**Sequential cells coloured by netlist name**

(3 px per um)
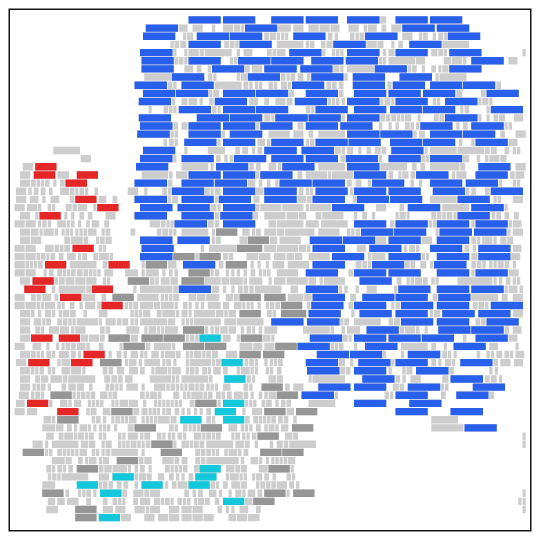
**Wiring heat map**

(2 px per um) 35 x 35 tiles, from dark blue (low) to red (high), scaled to the fullest tile. Values are wire area over tile area, all layers added.
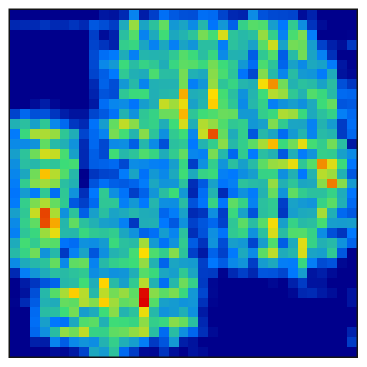
File: config.mk
export PLATFORM = sky130hd
export DESIGN_NAME = avalon_read_master
export DESIGN_NICKNAME = d
export VERILOG_FILES = /design/src/rtl/avalon_read_master.sv
export SDC_FILE = /design/constraint.sdc
export NUM_CORES = 1
export LEC_CHECK = 0
export ABC_AREA = 1
export CAP_MARGIN = 20
export CORE_MARGIN = 1
export CORE_UTILIZATION = 52
export CTS_CLUSTER_DIAMETER = 50
export DETAILED_ROUTE_END_ITERATION = 12
export PLACE_DENSITY = 0.83
export SLEW_MARGIN = 20
export SYNTH_ARGS = -nofsm -noshare
export SYNTH_HDL_FRONTEND = slang
export SYNTH_SLANG_ARGS = --single-unit
File: constraint.sdc
create_clock -name clk -period 3.09 [get_ports clk]
set_clock_uncertainty 0.1 [all_clocks]
set_input_delay 0.7725 -clock clk [delete_from_list [all_inputs] [get_ports clk]]
set_output_delay 0.7725 -clock clk [all_outputs]
set_load 0.01 [all_outputs]
File: src/rtl/avalon_read_master.sv
// Avalon-MM pipelined read master.
// Credit-gated issue into a return FIFO drained by a valid/ready stream.
module avalon_read_master #(
  parameter int DATA_WIDTH     = 32,
  parameter int DMA_ADDR_WIDTH = 24,
  parameter int LEN_WIDTH      = 16,
  parameter int FIFO_DEPTH     = 8
) (
  input  logic                      clk,
  input  logic                      reset,
  input  logic                      start,
  input  logic [DMA_ADDR_WIDTH-1:0] start_addr,
  input  logic [LEN_WIDTH-1:0]      length,
  output logic                      busy,
  output logic                      done,
  output logic [DMA_ADDR_WIDTH-1:0] avm_address,
  output logic                      avm_read,
  output logic [3:0]                avm_byteenable,
  output logic                      avm_burstcount,
  input  logic                      avm_waitrequest,
  input  logic [DATA_WIDTH-1:0]     avm_readdata,
  input  logic                      avm_readdatavalid,
  output logic [DATA_WIDTH-1:0]     st_data,
  output logic                      st_valid,
  input  logic                      st_ready
);

  localparam int AW = $clog2(FIFO_DEPTH);
  localparam int CW = AW + 1;
  localparam logic [CW:0] DEPTH_C = (CW+1)'(FIFO_DEPTH);

  typedef enum logic [1:0] {
    IDLE,
    ISSUE,
    DRAIN,
    FINISH
  } state_t;

  state_t state;

  logic [DATA_WIDTH-1:0] mem [FIFO_DEPTH];
  logic [AW-1:0]         wr_ptr;
  logic [AW-1:0]         rd_ptr;
  logic [CW-1:0]         fifo_count;
  logic [CW-1:0]         pending;
  logic [LEN_WIDTH-1:0]  len_q;
  logic [LEN_WIDTH-1:0]  issued;
  logic [LEN_WIDTH-1:0]  received;

  logic                  xfer;
  logic                  accept;
  logic                  push;
  logic                  pop;
  logic [CW-1:0]         count_nxt;
  logic [CW-1:0]         pending_nxt;
  logic [CW:0]           credit_sum;
  logic                  credit_ok;
  logic [LEN_WIDTH-1:0]  issued_nxt;

  assign avm_byteenable = 4'hF;
  assign avm_burstcount = 1'b1;
  assign st_data        = mem[rd_ptr];
  assign st_valid       = (fifo_count != '0);

  always_comb begin
    xfer        = (state == ISSUE) || (state == DRAIN);
    accept      = avm_read & ~avm_waitrequest;
    push        = avm_readdatavalid & xfer;
    pop         = st_valid & st_ready;
    count_nxt   = fifo_count + CW'(push) - CW'(pop);
    pending_nxt = pending + CW'(accept) - CW'(push);
    issued_nxt  = issued + LEN_WIDTH'(accept);
    // in-flight reads plus buffered words must leave a free slot
    credit_sum  = {1'b0, pending_nxt} + {1'b0, count_nxt};
    credit_ok   = (credit_sum < DEPTH_C);
  end

  always_ff @(posedge clk) begin
    if (push) begin
      mem[wr_ptr] <= avm_readdata;
    end
  end

  always_ff @(posedge clk) begin
    if (reset) begin
      state       <= IDLE;
      avm_read    <= 1'b0;
      avm_address <= '0;
      busy        <= 1'b0;
      done        <= 1'b0;
      wr_ptr      <= '0;
      rd_ptr      <= '0;
      fifo_count  <= '0;
      pending     <= '0;
      len_q       <= '0;
      issued      <= '0;
      received    <= '0;
    end else begin
      done       <= 1'b0;
      fifo_count <= count_nxt;
      pending    <= pending_nxt;
      received   <= received + LEN_WIDTH'(push);
      if (push) begin
        wr_ptr <= wr_ptr + AW'(1);
      end
      if (pop) begin
        rd_ptr <= rd_ptr + AW'(1);
      end
      unique case (state)
        IDLE: begin
          if (start) begin
            len_q       <= length;
            avm_address <= start_addr & ~DMA_ADDR_WIDTH'(3);
            issued      <= '0;
            received    <= '0;
            busy        <= 1'b1;
            if (length == '0) begin
              state <= FINISH;
            end else begin
              state    <= ISSUE;
              avm_read <= 1'b1;
            end
          end
        end
        ISSUE: begin
          issued <= issued_nxt;
          if (accept) begin
            avm_address <= avm_address + DMA_ADDR_WIDTH'(4);
          end
          if (accept && issued_nxt == len_q) begin
            state    <= DRAIN;
            avm_read <= 1'b0;
          end else begin
            avm_read <= (avm_read & ~accept) | credit_ok;
          end
        end
        DRAIN: begin
          if (received == len_q && fifo_count == '0) begin
            state <= FINISH;
          end
        end
        FINISH: begin
          done  <= 1'b1;
          busy  <= 1'b0;
          state <= IDLE;
        end
        default: state <= IDLE;
      endcase
    end
  end

endmodule

==> run summary <==
Results of an implementation run.

The flow ran to the end, and the final reports show no timing, DRC or antenna violations. The combinational group share of total power is 0.356. The script extracted a total leakage power of 6.98 nW. The initial cell density of the core is 0.530. The count of clock tree sinks is 348. Power attributed to combinational cells is 5.65 mW. The final timing report counts setup violations totalling 0. The buffer cell driving the clock tree root is sky130_fd_sc_hd__clkbuf_16.

Per the post-synthesis report, the number of cells in the design is ~1500. During placement, the flow inserted port buffers numbering between 100 and 150. The number of global-route vias before repair was 11842.

The remaining global-route overflow is 0. The count of synthesis-stage warnings from yosys is 0. The count of final max-slew check failures is 0. Of the cells placed in the final design, the portion with a size suffix greater than 1 is 0.129.

The first global-routing pass estimated 60100 um of wire. The maximum number of pins on one net before global-route repair is ~47. The script extracted a net switching power of approximately 5.4 mW. At the worst endpoint, the required time is around 2.2 ns. TritonCTS built the clock tree. The area fraction of the largest cell type after synthesis is 0.504. In this run, the synthesized area fraction spent on xor and xnor cells is recorded as 0.0149. Detailed placement finished with a half-perimeter wire length of approximately 23000 um. Clock latency on the worst-skew pair, taken at its later pin, is 0.54 ns. The share of flip-flops with an asynchronous set or reset is 0. In the Yosys stats the netlist draws on around 46 distinct library cells. STA lists the maximum fanout along the critical path as 27. The group drawing the most power is sequential cells.

The area of the placeable core is 28800 um^2. For this design the ratio of total power to cell area is 831 nW/um^2. Data arrives at the worst endpoint at roughly 2.1 ns. The post-route DRC violation count is 0. Per the synthesis report, the AND-OR/OR-AND share of the synthesized area is 0.122. The adder-cell area share of the yosys netlist is 0.0198. The number of maximum-capacitance violations recorded for the run is 0. The share of the clock period used by the worst path is 0.975. The design draws 15.9 mW. The smallest clock period supported by the final layout is computed as 3.01 ns.

The number of antenna violations at the first check in global routing came to 1. Per the OpenROAD floorplan log, the width of the die is 173 um. The floorplan die height is 173 um. Before any placement, the netlist area is recorded as ~15000 um^2. Routability-driven placement finished with a final weighted congestion of 0.909. In the routed layout, each cell is associated on average with a via count of 5.62. Setup repair after global routing could not meet its margin everywhere.

The type of the most critical hold path is reg -> reg. Per the post-synthesis stats, the area per cell is 9.90 um^2. The worst setup timing slack at the placement stage is -0.600 ns.

The worst setup path is launched from a flop. For this design, the CTS-stage hold fixing added 0 buffers. In this run the layout overhead on the synthesized area is reported as 25.4%.

The start-to-end type of the worst setup path is reg -> out. Yosys instantiated no cell more often than sky130_fd_sc_hd__nor2_1. In the final design database the tool counted between 1500 and 2000 nets. For reference, the top cells by area after synthesis are sky130_fd_sc_hd__edfxtp_1 50%, sky130_fd_sc_hd__dfxtp_1 12%, sky130_fd_sc_hd__nor2_1 7.9%. Summing all non-filler instances in the final layout gives an area of about 19000 um^2.

For this run, the detailed router's first-pass iteration total came to 5. The most frequently used flop master after synthesis is sky130_fd_sc_hd__edfxtp_1. The switching part of the total power is 0.342.

Summing all placed instances gives a cell area of 17600 um^2. The leading area contributor after synthesis is sky130_fd_sc_hd__edfxtp_1. The hold violation total from the final report is 0.

The number of enable flip-flop cells is roughly 260. The total CTS buffers is 37. The slew at the pin closest to its max-slew limit is 0.820 ns. The number of rows created at floorplan is 62.

The share of synthesized cell area in and, or, nand and nor gates is 0.172. Summed over the clock group, the power is around 4.4 mW. The part of the power in the clock network is 0.278. In this run the tightest slew margin relative to its limit is 0.453. Per the synth log, the flip-flop and latch total comes to 348.

The commonest cells after synthesis are 323 x sky130_fd_sc_hd__nor2_1, 256 x sky130_fd_sc_hd__edfxtp_1, 193 x sky130_fd_sc_hd__nand2_1, 174 x sky130_fd_sc_hd__o21ai_0, 92 x sky130_fd_sc_hd__dfxtp_1. The worst path meets setup with between 0.07 and 0.08 ns of slack. The design internal power is 10.5 mW.

The maximum frequency from static timing analysis is 332 MHz. The remaining antenna violation count after routing is 0. In the CTS report, the clock slew at the register clock pins of the worst setup and hold paths is listed as 0.06 ns. The number of cells in Yosys stat is around 1500. The share of the Yosys chip area taken by registers is 0.624.

The clock tree buffer depth is 3. The via count is ~12000. The I/O pin total is 143. The die covers 30000 um^2. The analysis reports a worst IR drop on VDD of 0.540 mV.

Yosys reports the multiplexer fraction of the synthesized area as 0. For this block, the initial DRC count from the detailed router was 1069. The relative contribution of sequential cells to total power is 0.366. The total negative slack is 0 ns. The filler cells instantiated in the layout total 2014. The sort of element at the end of the critical path is an output pin.
## Picture notes: 'sequential cells coloured by netlist name'
legend:
  avm_address:
    colour: red
    flops: 22
    where: left middle
  len_q:
    colour: cyan
    flops: 16
  mem:
    colour: blue
    flops: 256
sequential power: 5.83 mW
register cell area after layout: 9540 um^2
share of the core filled with cells in the final layout: 0.665

## Picture notes: 'wiring heat map'
tiles over half the peak: 16%
nearly empty tiles: 18%
fullest tile: 0.71
total global routing track utilization: 0.251
total detailed-routing wirelength: 38400 um
routed len/inst: 17.9 um

[critical path: stages, from the launching register on]
cell,delay [ns]
sky130_fd_sc_hd__dfxtp_4,0.41
sky130_fd_sc_hd__buf_4,0.15
sky130_fd_sc_hd__buf_16,0.17
sky130_fd_sc_hd__o21ai_0,0.12
sky130_fd_sc_hd__o22ai_1,0.18
sky130_fd_sc_hd__nor2_1,0.08
sky130_fd_sc_hd__a31oi_2,0.22
sky130_fd_sc_hd__clkdlybuf4s15_1,0.27
[final timing paths]
check | depth (start not counted) | endpoint | from | slack (ns)
worst min register to register | 2 | rd_ptr[2]$_SDFFE_PP0P_ | rd_ptr[2]$_SDFFE_PP0P_ | 0.37
worst min-delay path | 2 | rd_ptr[2]$_SDFFE_PP0P_ | rd_ptr[2]$_SDFFE_PP0P_ | 0.37
worst max register to register | 18 | avm_read$_SDFFE_PP0P_ | state[0]$_SDFFE_PP0P_ | 0.14
worst max-delay path | 7 | st_data[1] | flop | 0.08
[layout by cell type, fill, tap and decap left out, types with 8 or more instances in the layout]
cell	instances
sky130_fd_sc_hd__a21oi_1	78
sky130_fd_sc_hd__a31oi_1	32
sky130_fd_sc_hd__buf_12	17
sky130_fd_sc_hd__buf_4	68
sky130_fd_sc_hd__clkbuf_1	9
sky130_fd_sc_hd__clkbuf_16	39
sky130_fd_sc_hd__clkdlybuf4s50_1	99
sky130_fd_sc_hd__dfxtp_1	89
sky130_fd_sc_hd__dlygate4sd2_1	25
sky130_fd_sc_hd__edfxtp_1	256
sky130_fd_sc_hd__ha_1	17
sky130_fd_sc_hd__inv_1	85
sky130_fd_sc_hd__nand2_1	189
sky130_fd_sc_hd__nand2_2	8
sky130_fd_sc_hd__nand3_1	45
sky130_fd_sc_hd__nand4_1	11
sky130_fd_sc_hd__nor2_1	311
sky130_fd_sc_hd__nor2_2	14
sky130_fd_sc_hd__nor2_4	14
sky130_fd_sc_hd__nor3_1	13
sky130_fd_sc_hd__o21ai_0	172
sky130_fd_sc_hd__o22ai_1	32
sky130_fd_sc_hd__xnor2_1	9
sky130_fd_sc_hd__xor2_1	17
[final cells by class]
cell class              instances  area (um^2)  area share
clock inverters                21          253      0.0132
repair buffers                225         2300       0.120
flip-flops and latches        348         9540       0.499
inverters                      98          380      0.0199
clock buffers                  47          973      0.0509
multi-input cells            1025         5200       0.272
well taps                     384          480      0.0251
diodes                          1         2.50    0.000131
[stage by stage]
step	hold WS, ns	cells
after floorplan	0.344	1547
after global placement	0.354	2067
after detailed placement	0.361	2067
after CTS	0.371	2144
after global routing	0.397	2149
final	0.370	2149
[flip-flops by register name, summed over array words and instances (netlist names), named ones only]
name         flops
len_q           16
avm_read         1
issued          16
received        16
busy             1
pending          4
avm_address     22
rd_ptr           3
state            2
fifo_count       4
wr_ptr           3
mem            256
done             1
[timing repair]
item,in CTS,in global routing
pin swaps,8,6
cloned,2,2
resized,64,20
setup buffers,8,2
endpoints found under the setup margin,33,17
[metal layers]
metal | share of wire | global-route usage
met5 | 0 | 0
met2 | 0.49 | 0.433
met1 | 0.40 | 0.315
met4 | 0.027 | 0.0911
met3 | 0.081 | 0.0465
Power and IR drop assume default switching activity.
